==> src/rtl/loop_scheduler.sv <==
// loop_scheduler: walks the nested layer > patch > frame > block loops described by the
// configuration words, launching one PE block per innermost iteration and an optional
// pooling pass after the last block of every frame.
//
// Ports:
//   clk, rst_n            clock, asynchronous active-low reset
//   start                 run request (only honoured while idle)
//   abort                 synchronous abort back to idle
//   CFG_NumBlk/Frm/Pat/Lay  loop counts minus one (snapshotted when a run starts)
//   CFG_POOL              {pool channel groups[4:0], pool enable, pool kernel}
//   blk_start/blk_done    block launch pulse / block complete pulse
//   pool_start/pool_done  pooling launch pulse / pooling complete pulse
//   cur_blk/frm/pat/lay   registered loop indices of the block being processed
//   pool_kernel           snapshotted pooling kernel field
//   busy                  run in progress (LOAD through DONE)
//   done                  one-cycle run-complete pulse
module loop_scheduler #(
  parameter int unsigned BLK_WIDTH         = 5,
  parameter int unsigned FRAME_WIDTH       = 4,
  parameter int unsigned PATCH_WIDTH       = 4,
  parameter int unsigned LAYER_WIDTH       = 4,
  parameter int unsigned POOL_KERNEL_WIDTH = 3
) (
  input  logic                           clk,
  input  logic                           rst_n,
  input  logic                           start,
  input  logic                           abort,
  input  logic [BLK_WIDTH-1:0]           CFG_NumBlk,
  input  logic [FRAME_WIDTH-1:0]         CFG_NumFrm,
  input  logic [PATCH_WIDTH-1:0]         CFG_NumPat,
  input  logic [LAYER_WIDTH-1:0]         CFG_NumLay,
  input  logic [6+POOL_KERNEL_WIDTH-1:0] CFG_POOL,
  output logic                           blk_start,
  input  logic                           blk_done,
  output logic [BLK_WIDTH-1:0]           cur_blk,
  output logic [FRAME_WIDTH-1:0]         cur_frm,
  output logic [PATCH_WIDTH-1:0]         cur_pat,
  output logic [LAYER_WIDTH-1:0]         cur_lay,
  output logic                           pool_start,
  output logic [POOL_KERNEL_WIDTH-1:0]   pool_kernel,
  input  logic                           pool_done,
  output logic                           busy,
  output logic                           done
);

  typedef enum logic [2:0] {
    StIdle,
    StLoad,
    StBlkIssue,
    StBlkWait,
    StPoolIssue,
    StPoolWait,
    StAdvance,
    StDone
  } state_e;

  state_e state_q, state_d;

  // Configuration snapshot, taken on the IDLE->LOAD transition.
  logic [BLK_WIDTH-1:0]           num_blk_q;
  logic [FRAME_WIDTH-1:0]         num_frm_q;
  logic [PATCH_WIDTH-1:0]         num_pat_q;
  logic [LAYER_WIDTH-1:0]         num_lay_q;
  logic [6+POOL_KERNEL_WIDTH-1:0] pool_cfg_q;

  logic [BLK_WIDTH-1:0]   blk_q, blk_d;
  logic [FRAME_WIDTH-1:0] frm_q, frm_d;
  logic [PATCH_WIDTH-1:0] pat_q, pat_d;
  logic [LAYER_WIDTH-1:0] lay_q, lay_d;

  logic load_snap;
  logic pool_en;
  logic last_blk, last_frm, last_pat, last_lay;

  // Channel-group field is carried in the snapshot for downstream use but not decoded here.
  logic unused_pool_groups;
  assign unused_pool_groups = ^pool_cfg_q[6+POOL_KERNEL_WIDTH-1:POOL_KERNEL_WIDTH+1];

  assign load_snap   = (state_q == StIdle) && start;
  assign pool_en     = pool_cfg_q[POOL_KERNEL_WIDTH];
  assign pool_kernel = pool_cfg_q[POOL_KERNEL_WIDTH-1:0];

  assign last_blk = (blk_q == num_blk_q);
  assign last_frm = (frm_q == num_frm_q);
  assign last_pat = (pat_q == num_pat_q);
  assign last_lay = (lay_q == num_lay_q);

  assign cur_blk = blk_q;
  assign cur_frm = frm_q;
  assign cur_pat = pat_q;
  assign cur_lay = lay_q;

  always_ff @(posedge clk or negedge rst_n) begin
    if (!rst_n) begin
      state_q    <= StIdle;
      blk_q      <= '0;
      frm_q      <= '0;
      pat_q      <= '0;
      lay_q      <= '0;
      num_blk_q  <= '0;
      num_frm_q  <= '0;
      num_pat_q  <= '0;
      num_lay_q  <= '0;
      pool_cfg_q <= '0;
    end else begin
      state_q <= state_d;
      blk_q   <= blk_d;
      frm_q   <= frm_d;
      pat_q   <= pat_d;
      lay_q   <= lay_d;
      if (load_snap) begin
        num_blk_q  <= CFG_NumBlk;
        num_frm_q  <= CFG_NumFrm;
        num_pat_q  <= CFG_NumPat;
        num_lay_q  <= CFG_NumLay;
        pool_cfg_q <= CFG_POOL;
      end
    end
  end

  always_comb begin
    state_d    = state_q;
    blk_d      = blk_q;
    frm_d      = frm_q;
    pat_d      = pat_q;
    lay_d      = lay_q;
    blk_start  = 1'b0;
    pool_start = 1'b0;
    done       = 1'b0;
    busy       = (state_q != StIdle);

    unique case (state_q)
      StIdle: begin
        if (start) begin
          state_d = StLoad;
          blk_d   = '0;
          frm_d   = '0;
          pat_d   = '0;
          lay_d   = '0;
        end
      end
      StLoad: state_d = StBlkIssue;
      StBlkIssue: begin
        blk_start = 1'b1;
        state_d   = StBlkWait;
      end
      StBlkWait: begin
        if (blk_done) begin
          if (!last_blk) begin
            blk_d   = blk_q + 1'b1;
            state_d = StBlkIssue;
          end else if (pool_en) begin
            state_d = StPoolIssue;
          end else begin
            state_d = StAdvance;
          end
        end
      end
      StPoolIssue: begin
        pool_start = 1'b1;
        state_d    = StPoolWait;
      end
      StPoolWait: begin
        if (pool_done) state_d = StAdvance;
      end
      StAdvance: begin
        // Final iteration leaves every index at its last value for the DONE cycle and after.
        if (last_frm && last_pat && last_lay) begin
          state_d = StDone;
        end else begin
          state_d = StBlkIssue;
          blk_d   = '0;
          if (!last_frm) begin
            frm_d = frm_q + 1'b1;
          end else begin
            frm_d = '0;
            if (!last_pat) begin
              pat_d = pat_q + 1'b1;
            end else begin
              pat_d = '0;
              lay_d = lay_q + 1'b1;
            end
          end
        end
      end
      StDone: begin
        done    = 1'b1;
        state_d = StIdle;
      end
      default: state_d = StIdle;
    endcase

    // Abort overrides every transition; indices keep their current values.
    if (abort && (state_q != StIdle)) begin
      state_d = StIdle;
      blk_d   = blk_q;
      frm_d   = frm_q;
      pat_d   = pat_q;
      lay_d   = lay_q;
    end
  end

endmodule

==> config.mk <==
export PLATFORM = sky130hd
export DESIGN_NAME = loop_scheduler
export DESIGN_NICKNAME = d
export VERILOG_FILES = /design/src/rtl/loop_scheduler.sv
export SDC_FILE = /design/constraint.sdc
export NUM_CORES = 1
export LEC_CHECK = 0
export CELL_PAD_IN_SITES_DETAIL_PLACEMENT = 1
export CELL_PAD_IN_SITES_GLOBAL_PLACEMENT = 1
export CORE_ASPECT_RATIO = 1.2
export CORE_MARGIN = 2
export CORE_UTILIZATION = 34
export CTS_BUF_LIST = sky130_fd_sc_hd__clkbuf_2 sky130_fd_sc_hd__clkbuf_4 sky130_fd_sc_hd__clkbuf_8
export DETAILED_ROUTE_END_ITERATION = 10
export PLACE_DENSITY_LB_ADDON = 0.1
export SKIP_LAST_GASP = 1
export SLEW_MARGIN = 30
export SYNTH_ARGS = -nofsm -noshare
export SYNTH_HDL_FRONTEND = slang
export SYNTH_SLANG_ARGS = --single-unit
==> constraint.sdc <==
create_clock -name clk -period 2 [get_ports clk]
set_clock_uncertainty 0.2 [all_clocks]
set_input_delay 0.4 -clock clk [delete_from_list [all_inputs] [get_ports clk]]
set_output_delay 0.4 -clock clk [all_outputs]
set_load 0.05 [all_outputs]
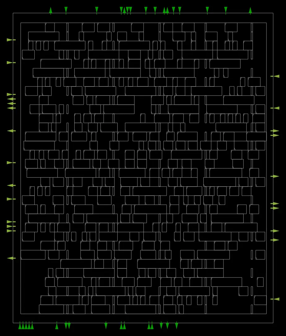
**Above:** run 1 (placement view).
floorplan core area: 6410 um^2
sequential fraction of total cell area: 29.8%
count of flip-flops and latches: 41
number of placement rows: 32

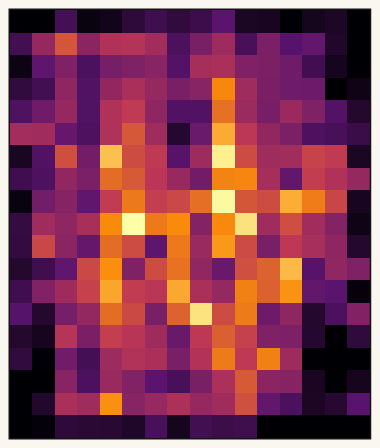
**Above:** run 1 (wire density map).
16 x 19 tiles, from black (low) to pale yellow (high), scaled to the fullest tile. Values are wire area over tile area, all layers added.
fullest tile	0.40
nearly empty tiles	7.9%
mean over tiles	0.14
densest ninth of the die	centre
tiles over half the peak	24%
average routed wire per standard cell: 15.6 um
total via count after detailed routing: 2146

==> impl_metrics.yaml, run 1 <==
# synthesis and place-and-route metrics
placement:
  pre_cts_slack_ns: -0.671
  dp.final_hpwl_mm: 4.97
  post-place-cells: 414
  detailed_place.area_um2: 3150
  placement.io_buffers: 50
  routability_congestion_estimate_from_global_placement: 0.835
global_routing:
  groute.usage.overall_pct: 19.5
  overflow: 0
  grt_met2_use_pct: 36.8
  grt_antenna_before_repair: 0
  grt_most_used_layer: "met2"
  groute.layer.met3.usage_pct: 2.53
  vias_in_the_first_global_route: 2248
  first_pass_grt_wire_length_mm: 10.9
  gr-usage-met1_pct: 22.6
  grt_max_degree: 42
cts:
  cts-root-buf: "sky130_fd_sc_hd__clkbuf_8"
  cts_repair_resize_count: 25
  cts.path.max_buffers: 2
  cts_made_buffers: 5
  clk_latency_ns: 0.30
  tritoncts: "yes"
  postCtsHoldBufs: 1
  cts_num_sinks: 41
  htreeDepth: 2
final_timing:
  post-route-worst-setup-slack_ns: -0.364
  worst_slew_margin_rel_pct: 63.2
  worstMarginPinSlew_ns: 0.552
  maximum_operating_frequency_ghz: 0.423
  min_period_over_period_pct: 118
  layout_min_cycle_time_ns: 2.36
  timing_hold_violations_final: 0
  total_count_of_max_transition_violations_in_the_final_report: 0
  rsz0062_at_grt: "true"
  timing.setup.tns_ns: -5.71
  timing.final.setup_violations: 20
layout:
  layout.cells.most_common_list: "71 x sky130_fd_sc_hd__nand2_1, 70 x sky130_fd_sc_hd__buf_4, 33 x sky130_fd_sc_hd__dfrtp_1, 25 x sky130_fd_sc_hd__clkdlybuf4s50_1, 11 x sky130_fd_sc_hd__xnor2_1"
  nMultiInputCombCells: 183
  final-comb-area_um2: 1250
  design_area_um2: 3480
  stdcell_count: 432
  layout.cells.most_common: "sky130_fd_sc_hd__nand2_1"
  syn2layout_area_growth_pct: 56.2
  comb_area_share_pct: 35.9
  dominant_cells: "multi-input combinational cells"
  clockBufferCount: 6
  finalNetCount: 382
  clock_cell_area_share_pct: 2.77
  buf_share_pct: 27.7
  buffers_excl_clock: 109
  count_of_filler_cells_inserted_in_the_layout: 735
  layout-drive-gt1-share_pct: 36.6
  num-nonclk-inverters: 6
  diodes: 0
pwr:
  p_clk_mw: 0.588
  portion_of_total_power_attributed_to_combinational_logic_pct: 51.4
  p_int_mw: 2.19
  irDropWorstVdd_uv: 567
  top_power_group: "combinational cells"
  power.net_switching_mw: 1.54
  power.clock.fraction_pct: 15.7
  seq_power_share_pct: 32.9
  power.leakage_nw: 1.65
  pwr.group.combinational_mw: 1.92
setup_path:
  worstReg2RegEnd: "cur_frm[2]$_DFFE_PN0P_"
  slowest_stage: "sky130_fd_sc_hd__or4_4"
  cp_data_required_time_ns: 1.99
  cp_data_arrival_time_ns: 2.35
  cpPeakStageDelay_ns: 0.57
  rrSetupSlack_ns: -0.36
  worst-path-stages: 5
  critPathBufInv: 1
  cp_top_family: "AND-OR/OR-AND gates"
  startpoint_type: "flip-flop"
  critical_path.endpoint: "cur_frm[2]$_DFFE_PN0P_"
  critical_path.reg2reg.startpoint: "cur_pat[0]$_DFFE_PN0P_"
  critical_path.cell_chain: "xor2_2, or4_4, buf_6, o41a_1, a32o_1"
  cp-startpoint: "cur_pat[0]$_DFFE_PN0P_"
  critical_path.endpoint_type: "flip-flop"
  depth_of_the_worst_register_to_register_path: 5
  crit_fanout: 5
drt:
  routed-wl-met2_mm: 3.65
  detail_route.wirelength_mm: 6.74
  met1Wirelength_mm: 2.81
  drt_pass1_iterations: 4
  highest-signal-layer: "met4"
  drt.antenna.violating_nets: 0
  drcViolationCount: 0
  routed_via_density: 4.97
  initial_detailed_routing_violation_count: 49
yosys:
  synth.area.top_cells: "sky130_fd_sc_hd__dfrtp_1 46%, sky130_fd_sc_hd__nand2_1 12%, sky130_fd_sc_hd__xnor2_1 4.3%, sky130_fd_sc_hd__o31ai_1 3.0%, sky130_fd_sc_hd__xor2_1 2.4%"
  mappedNetlistArea_um2: 2230
  post_synth_ao_oa_area_fraction_pct: 12.7
  syn-instance-count: 244
  post_synth_tally_of_flip_flops_with_integrated_enable: 0
  flop_cell: "sky130_fd_sc_hd__dfrtp_1"
  post_synth_mux_area_share_pct: 1.97
  synth_top_cell_by_area: "sky130_fd_sc_hd__dfrtp_1"
  ys_seq_share_pct: 46.0
  ys_async_sr_fraction_pct: 100
  simple_gate_share_pct: 26.3
  yosysChipArea_um2: 2230
  ys.flops: 41
  yosys-top-cells-count: "74 x sky130_fd_sc_hd__nand2_1, 41 x sky130_fd_sc_hd__dfrtp_1, 11 x sky130_fd_sc_hd__xnor2_1"
  fp_nets: 280
  avgSynthCellArea_um2: 9.13
  synth.cellmix.xorXnorShare_pct: 6.68
  yosysTopAreaCellShare_pct: 46.0
  yosys_warnings: 0
  netlist_logic_family_top: "simple AND/OR/NAND/NOR gates"
  ys_sh_adder_pct: 2.25
  synth.yosys.num_cells: 244
  synthMostInstantiatedCell: "sky130_fd_sc_hd__nand2_1"
  yosys.cell_types.count: 52
floorplan:
  core_util_floorplan_pct: 34.8
  floorplan.die_area_um2: 7220
  number_of_ports_placed_on_the_die_boundary: 56
  vertical_extent_of_the_die_um: 92.7
  well_taps: 85
run_status:
  status: "complete, but fails checks"
  violations_in_the_final_reports: "negative setup slack"
min_path:
  worst_hold_path_type: "flip-flop to flip-flop"
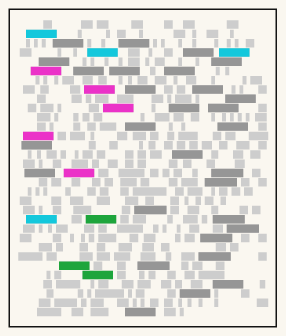
**Above:** run 1 (where the registers sit).
Other sequential cells in the stronger grey, the rest of the logic in the fainter grey.
colour	name in the netlist	flops
green	state_q	3
magenta	cur_blk	5
cyan	pool_cfg_q	4
not coloured	29
power in sequential cells: 1.23 mW
Seq. cell area: 1040 um^2
final core utilization: 54.3%

## run 1: registers in the layout (all words and copies together) (netlist names), 4 cells and up
signal / cells
num_lay_q: 4
cur_blk: 5
num_frm_q: 4
pool_cfg_q: 4
num_blk_q: 5
cur_lay: 4
cur_frm: 4
cur_pat: 4
num_pat_q: 4
## run 1: kinds of logic (layout without fill, tap and decap cells)
group	Yosys count	count (layout)
adder cells (fa/ha/maj)	4	4
flip-flops	41	41
AND-OR/OR-AND	39	39
AND/OR/NAND/NOR	119	119
buffers and inverters	20	123
XOR/XNOR	17	17
multiplexers	4	4
## run 1: stage by stage
stage | hold WS (ns) | power (mW)
final | 0.279 | 3.73
after global routing | 0.318 | 3.99
after CTS | 0.285 | 3.70
after detailed placement | 0.264 | 2.90
after global placement | 0.259 | 2.85
after floorplan | -0.0956 | 2.27
## run 1: worst reg2reg max path: stages (launching register included)
cell	delay [ns]
sky130_fd_sc_hd__dfrtp_2	0.44
sky130_fd_sc_hd__xor2_2	0.18
sky130_fd_sc_hd__or4_4	0.57
sky130_fd_sc_hd__buf_6	0.16
sky130_fd_sc_hd__o41a_1	0.43
sky130_fd_sc_hd__a32o_1	0.27
## run 1: how the worst min path moves through the flow
stage,from,to,cells after the start
detailed placement,pool_cfg_q[2]$_DFFE_PN0P_,pool_cfg_q[2]$_DFFE_PN0P_,2
finish,pool_cfg_q[3]$_DFFE_PN0P_,pool_cfg_q[3]$_DFFE_PN0P_,2
floorplan,rst_n,cur_blk[0]$_DFFE_PN0P_,0
global placement,pool_cfg_q[3]$_DFFE_PN0P_,pool_cfg_q[3]$_DFFE_PN0P_,2
global route,num_lay_q[1]$_DFFE_PN0P_,num_lay_q[1]$_DFFE_PN0P_,2
CTS,pool_cfg_q[3]$_DFFE_PN0P_,pool_cfg_q[3]$_DFFE_PN0P_,2
**Run 1: signal wires on met3**

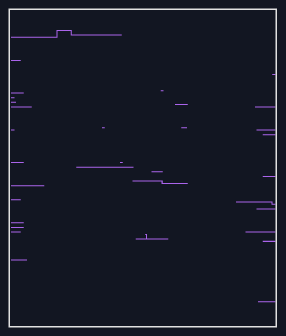

==> run 2: changes to the inputs <==
Settings changed: ABC_CLOCK_PERIOD_IN_PS from default to 2800, CORE_UTILIZATION 34 to 41.
Clock period 2 ns to 2.8 ns, I/O delays scaled along.
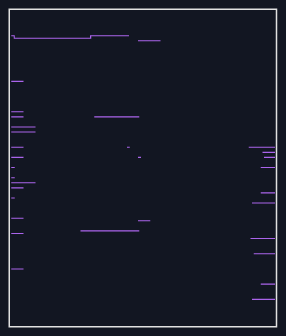
**Above:** run 2 (signal wires on met3).
longest straight run	20.5 um
wire length on this layer	163 um
main direction	horizontal
nets with wire on the layer	27
share of all routed wire	2.9%

==> run 2 against run 1 <==
  * The flow now finishes without violations
  * Critical path depth is 3 lower
  * Worst setup slack better by 0.52 ns
  * Combinational power is 48% lower
  * Total power is 35% lower
  * Register-to-register slack better by 0.70 ns
  * Final cell count is 16% lower
  * Largest power group unchanged
==> impl_metrics.yaml, run 2 <==
# synthesis and place-and-route metrics
layout:
  stdcell_count: 362
  clock_cell_area_share_pct: 3.91
  num-nonclk-inverters: 6
  layout.cells.most_common_list: "74 x sky130_fd_sc_hd__nand2_1, 46 x sky130_fd_sc_hd__clkdlybuf4s50_1, 40 x sky130_fd_sc_hd__dfrtp_1, 14 x sky130_fd_sc_hd__buf_4, 11 x sky130_fd_sc_hd__xnor2_1"
  layout.cells.most_common: "sky130_fd_sc_hd__nand2_1"
  buf_share_pct: 19.8
  seqAreaFraction_pct: 34.9
  diodes: 0
  nMultiInputCombCells: 183
  numSequentialCells: 41
  count_of_filler_cells_inserted_in_the_layout: 603
  layout-drive-gt1-share_pct: 10.7
  dominant_cells: "multi-input combinational cells"
drt:
  routed-wl-met2_mm: 2.88
  highest-signal-layer: "met4"
  initial_detailed_routing_violation_count: 118
  drt_pass1_iterations: 4
  drcViolationCount: 0
  met1Wirelength_mm: 2.58
final_timing:
  rsz0062_at_grt: "false"
  timing_hold_violations_final: 0
  worst_slew_margin_rel_pct: 61.1
  maximum_operating_frequency_ghz: 0.378
  final.hold.worst_slack_ns: 0.0477
  min_period_over_period_pct: 94.5
  total_count_of_max_transition_violations_in_the_final_report: 0
  timing.final.setup_violations: 0
  worstMarginPinSlew_ns: 0.584
  post-route-worst-setup-slack_ns: 0.155
  timing.setup.tns_ns: 0
floorplan:
  floorplan_core_area_um2: 5260
  vertical_extent_of_the_die_um: 84.8
  floorplan.die_area_um2: 6040
  well_taps: 62
  number_of_ports_placed_on_the_die_boundary: 56
  core_util_floorplan_pct: 42.4
  num_rows: 29
global_routing:
  grt_met2_use_pct: 34.3
  first_pass_grt_wire_length_mm: 9.71
  grt_most_used_layer: "met2"
  gr-usage-met1_pct: 26.7
  grt_max_degree: 26
  grt_antenna_before_repair: 0
  overflow: 0
  groute.layer.met3.usage_pct: 3.24
setup_path:
  cp_data_required_time_ns: 2.04
  critical_path.endpoint_type: "primary output"
  cp_data_arrival_time_ns: 1.89
  critPathBufInv: 1
  critical_path.reg2reg.startpoint: "state_q[0]$_DFFE_PN0P_"
  startpoint_type: "flip-flop"
  cp-startpoint: "state_q[0]$_DFFE_PN0P_"
  cpPeakStageDelay_ns: 0.79
  critical_path.cell_chain: "and3_1, clkdlybuf4s50_1"
  crit_fanout: 12
cts:
  htreeDepth: 2
  cts_num_sinks: 41
  cts_made_buffers: 5
  cts-root-buf: "sky130_fd_sc_hd__clkbuf_8"
  tritoncts: "yes"
  clk_latency_ns: 0.30
yosys:
  yosys_warnings: 0
  synth.area.top_cells: "sky130_fd_sc_hd__dfrtp_1 46%, sky130_fd_sc_hd__nand2_1 12%, sky130_fd_sc_hd__xnor2_1 4.3%, sky130_fd_sc_hd__o31ai_1 3.0%, sky130_fd_sc_hd__xor2_1 2.4%"
  synth.yosys.num_cells: 244
  ys.flops: 41
  mappedNetlistArea_um2: 2230
  yosysChipArea_um2: 2230
  fp_nets: 280
  synthMostInstantiatedCell: "sky130_fd_sc_hd__nand2_1"
  yosys-top-cells-count: "74 x sky130_fd_sc_hd__nand2_1, 41 x sky130_fd_sc_hd__dfrtp_1, 11 x sky130_fd_sc_hd__xnor2_1"
  flop_cell: "sky130_fd_sc_hd__dfrtp_1"
  synth_top_cell_by_area: "sky130_fd_sc_hd__dfrtp_1"
  yosys.cell_types.count: 52
placement:
  routability_congestion_estimate_from_global_placement: 0.828
  dp.final_hpwl_mm: 4.18
  post-place-cells: 354
  pre_cts_slack_ns: 0.00450
pwr:
  irDropWorstVdd_uv: 364
  power_in_sequential_cells_mw: 0.923
  power.net_switching_mw: 0.989
  top_power_group: "combinational cells"
  seq_power_share_pct: 38.3
  portion_of_total_power_attributed_to_combinational_logic_pct: 41.3
  power.leakage_nw: 1.34
  p_int_mw: 1.42
  p_clk_mw: 0.491
min_path:
  worst_hold_path_type: "primary input to asynchronous set/reset pin"
run_status:
  status: "finished, final reports clean"
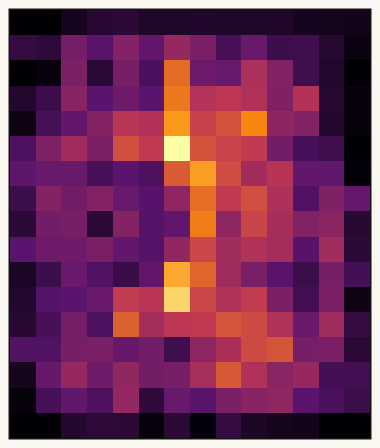
**Above:** run 2 (wire density map).
14 x 17 tiles, from black (low) to pale yellow (high), scaled to the fullest tile. Values are wire area over tile area, all layers added.
tiles over half the peak	14%
nearly empty tiles	6.3%
densest ninth of the die	centre
mean over tiles	0.15
average routed wire per standard cell: 15.7 um
Global Route Usage Sum: 20.4%
detailed-route wire length: 5.70 mm
total via count after detailed routing: 1960

==> run 2: cell types whose count changed in the layout (fill, tap and decap cells not counted), sizes merged <==
cell,delta
buf,-68
clkdlybuf4s50,+21
bufinv,+1
clkbuf,-1
clkinv,-1
clkinvlp,+1
dlygate4sd3,-1
dlymetal6s2s,+1
==> run 2: timing repair <==
item,4_1_cts,5_1_grt
resized,0,2
hold buffers,0,0
endpoints found under the setup margin,0,2
==> run 2: path summary, 6_finish.rpt <==
kind                                              to  slack, ns  cells past startpoint
max reg2reg                   cur_lay[3]$_DFFE_PN0P_       0.34                      5
min                           state_q[0]$_DFFE_PN0P_       0.05                      1
max                                             done       0.15                      2
max in group asynchronous  pool_cfg_q[2]$_DFFE_PN0P_       1.79                      2
min in group clk           pool_cfg_q[2]$_DFFE_PN0P_       0.28                      2
min reg2reg                pool_cfg_q[2]$_DFFE_PN0P_       0.28                      2
==> run 2: metrics by stage <==
| step | area [um^2] | utilization (%) | power (mW) |
|---|---|---|---|
| finish | 2950 | 56.0 | 2.41 |
| floorplan | 2230 | - | 1.61 |
| detailed placement | 2830 | 53.7 | 1.94 |
| CTS | 2940 | 55.9 | 2.44 |
| global placement | 2830 | 53.7 | 1.90 |
| global route | 2950 | 56.0 | 2.58 |
==> run 2: cell families (layout without fill, tap and decap cells) <==
kind of cell	count (synthesis)	count (layout)	synth area share [%]
flip-flops	41	41	46.0
adder cells (fa/ha/maj)	4	4	2.25
AND-OR/OR-AND	39	39	12.7
AND/OR/NAND/NOR	119	119	26.3
XOR/XNOR	17	17	6.68
multiplexers	4	4	1.97
buffers and inverters	20	76	4.04
==> run 3: changes to the inputs <==
Settings changed: CTS_CLUSTER_SIZE from default to 8, SKIP_CTS_REPAIR_TIMING from default to 1.
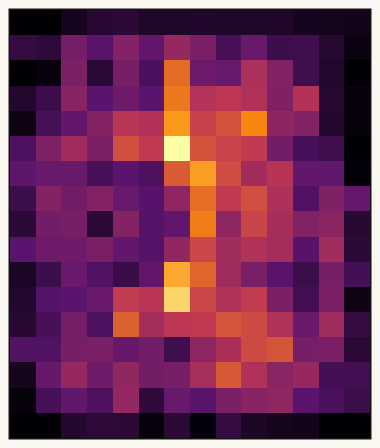
**Above:** run 3 (wire density map).
14 x 17 tiles, from black (low) to pale yellow (high), scaled to the fullest tile. Values are wire area over tile area, all layers added.
densest ninth of the die	centre
mean over tiles	0.15
nearly empty tiles	6.3%

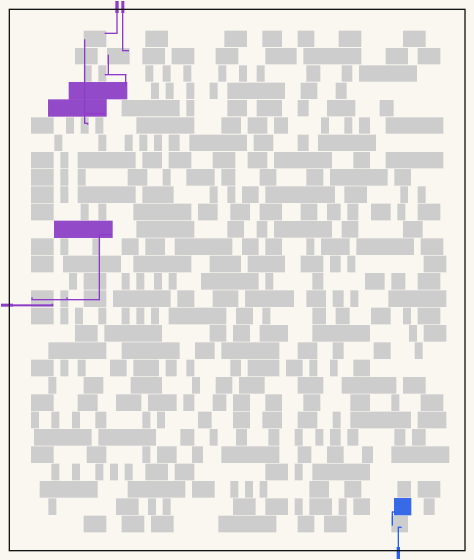
**Above:** run 3 (wires at chosen ports, followed through buffers).
colour	port	bits	direction	edge	end cells	buffers	wire
blue	pool_start	1	output	bottom	1	1	6.20 um
purple	pool_kernel	3	output	2 top, 1 left	3	3	66.9 um
number of ports placed on the die boundary: 56
count of port buffers added during placement: 50

==> run 3 against run 2 <==
  * Final cell count unchanged
  * Worst setup slack unchanged
  * Via count unchanged
  * Hold slack unchanged
  * Critical endpoint unchanged
  * Largest cell class unchanged
  * Highest routed layer unchanged
==> impl_metrics.yaml, run 3 <==
# synthesis and place-and-route metrics
setup_path:
  startpoint_type: "flip-flop"
  cp_data_arrival_time_ns: 1.89
  critical_path.endpoint_type: "primary output"
  cp_data_required_time_ns: 2.04
  crit_fanout: 12
  crit_type: "flip-flop to primary output"
final_timing:
  timing.setup.tns_ns: 0
  final.hold.worst_slack_ns: 0.0477
  rsz0062_at_grt: "false"
  post-route-worst-setup-slack_ns: 0.155
  worstMarginPinSlew_ns: 0.584
  timing.final.setup_violations: 0
  min_period_over_period_pct: 94.5
  total_count_of_max_transition_violations_in_the_final_report: 0
  timing_hold_violations_final: 0
  maximum_operating_frequency_ghz: 0.378
  layout_min_cycle_time_ns: 2.65
  worst_slew_margin_rel_pct: 61.1
global_routing:
  grt_met2_use_pct: 34.3
  grt_max_degree: 26
  gr-usage-met1_pct: 26.7
  vias_in_the_first_global_route: 2003
  overflow: 0
  groute.layer.met3.usage_pct: 3.24
  grt_antenna_before_repair: 0
  first_pass_grt_wire_length_mm: 9.71
  groute.usage.overall_pct: 20.4
  grt_most_used_layer: "met2"
floorplan:
  floorplan_core_area_um2: 5260
  die_w_um: 71.3
  core_util_floorplan_pct: 42.4
  floorplan.die_area_um2: 6040
  num_rows: 29
  vertical_extent_of_the_die_um: 84.8
drt:
  highest-signal-layer: "met4"
  drt.antenna.violating_nets: 0
  wl_met3_um: 162
  vias: 1960
  routed-wl-met2_mm: 2.88
  routedWlPerCell_um: 15.7
  drt_pass1_iterations: 4
  detail_route.wirelength_mm: 5.70
  initial_detailed_routing_violation_count: 118
  met1Wirelength_mm: 2.58
  routed_via_density: 5.41
  drcViolationCount: 0
layout:
  stdcell_count: 362
  count_of_filler_cells_inserted_in_the_layout: 603
  final_core_utilization_pct: 56.0
  finalNetCount: 335
  layout.cells.most_common_list: "74 x sky130_fd_sc_hd__nand2_1, 46 x sky130_fd_sc_hd__clkdlybuf4s50_1, 40 x sky130_fd_sc_hd__dfrtp_1, 14 x sky130_fd_sc_hd__buf_4, 11 x sky130_fd_sc_hd__xnor2_1"
  layout.cells.most_common: "sky130_fd_sc_hd__nand2_1"
  diodes: 0
  syn2layout_area_growth_pct: 32.2
  layout-drive-gt1-share_pct: 10.7
  design_area_um2: 2950
yosys:
  yosys.cell_types.count: 52
  synth_top_cell_by_area: "sky130_fd_sc_hd__dfrtp_1"
  post_synth_mux_area_share_pct: 1.97
  ys_async_sr_fraction_pct: 100
  flop_cell: "sky130_fd_sc_hd__dfrtp_1"
  fp_nets: 280
  simple_gate_share_pct: 26.3
  post_synth_ao_oa_area_fraction_pct: 12.7
  synth.area.top_cells: "sky130_fd_sc_hd__dfrtp_1 46%, sky130_fd_sc_hd__nand2_1 12%, sky130_fd_sc_hd__xnor2_1 4.3%, sky130_fd_sc_hd__o31ai_1 3.0%, sky130_fd_sc_hd__xor2_1 2.4%"
  mappedNetlistArea_um2: 2230
  yosysTopAreaCellShare_pct: 46.0
  yosys_warnings: 0
  yosys-top-cells-count: "74 x sky130_fd_sc_hd__nand2_1, 41 x sky130_fd_sc_hd__dfrtp_1, 11 x sky130_fd_sc_hd__xnor2_1"
  ys_seq_share_pct: 46.0
  ys.flops: 41
  yosysChipArea_um2: 2230
  synthMostInstantiatedCell: "sky130_fd_sc_hd__nand2_1"
  avgSynthCellArea_um2: 9.13
  syn-instance-count: 244
  synth.yosys.num_cells: 244
  synth.cellmix.xorXnorShare_pct: 6.68
  netlist_logic_family_top: "simple AND/OR/NAND/NOR gates"
  ys_sh_adder_pct: 2.25
  post_synth_tally_of_flip_flops_with_integrated_enable: 0
cts:
  path_clk_slew_ns: 0.08
  htreeDepth: 2
  cts_made_buffers: 5
  cts_num_sinks: 41
  clk_latency_ns: 0.30
  cts-root-buf: "sky130_fd_sc_hd__clkbuf_8"
  cts.path.max_buffers: 2
  tritoncts: "yes"
pwr:
  post-layout-total-power_mw: 2.41
  power.leakage_nw: 1.34
  p_per_area_nw_per_um2: 818
  irDropWorstVdd_uv: 364
placement:
  detailed_place.area_um2: 2830
  routability_congestion_estimate_from_global_placement: 0.828
  dp.final_hpwl_mm: 4.18
  pre_cts_slack_ns: 0.00450
  post-place-cells: 354
run:
  warning_count: 31
  maxCapViolCount: 0
min_path:
  worst_hold_path_type: "primary input to asynchronous set/reset pin"
run_status:
  status: "finished, final reports clean"
[run 3: worst paths after layout]
| check | start | to | slack (ns) | cells past startpoint |
|---|---|---|---|---|
| setup / recovery | state_q[0]$_DFFE_PN0P_ | done | 0.15 | 2 |
| hold / removal | rst_n | state_q[0]$_DFFE_PN0P_ | 0.05 | 1 |
| setup reg to reg | state_q[0]$_DFFE_PN0P_ | cur_lay[3]$_DFFE_PN0P_ | 0.34 | 5 |
| hold reg to reg | pool_cfg_q[2]$_DFFE_PN0P_ | pool_cfg_q[2]$_DFFE_PN0P_ | 0.28 | 2 |
| max in group asynchronous | rst_n | pool_cfg_q[2]$_DFFE_PN0P_ | 1.79 | 2 |
| min in group clk | pool_cfg_q[2]$_DFFE_PN0P_ | pool_cfg_q[2]$_DFFE_PN0P_ | 0.28 | 2 |
[run 3: where the power goes]
group / total, mW / internal (mW) / switching [mW] / leakage [nW]
registers: 0.923 / 0.760 / 0.164 / 0.534
logic: 0.997 / 0.395 / 0.601 / 0.748
clock network: 0.491 / 0.267 / 0.224 / 0.0543
total: 2.41 / 1.42 / 0.989 / 1.34
[run 3: critical path, stage by stage, from the launching register on]
cell and delay [ns]:
sky130_fd_sc_hd__dfrtp_1 0.58, sky130_fd_sc_hd__and3_1 0.21, sky130_fd_sc_hd__clkdlybuf4s50_1 0.79
[run 3: final cells by class]
| type | instances | area [um^2] | area share [%] |
|---|---|---|---|
| sequential | 41 | 1030 | 34.9 |
| tap | 62 | 77.6 | 2.63 |
| inverter | 6 | 22.5 | 0.764 |
| clock inverter | 3 | 46.3 | 1.57 |
| clock buffer | 5 | 68.8 | 2.34 |
| multi-input combinational | 183 | 1120 | 38.0 |
| timing repair buffer | 62 | 583 | 19.8 |
Power figures rest on the tool's default switching activity, not on a simulated workload.
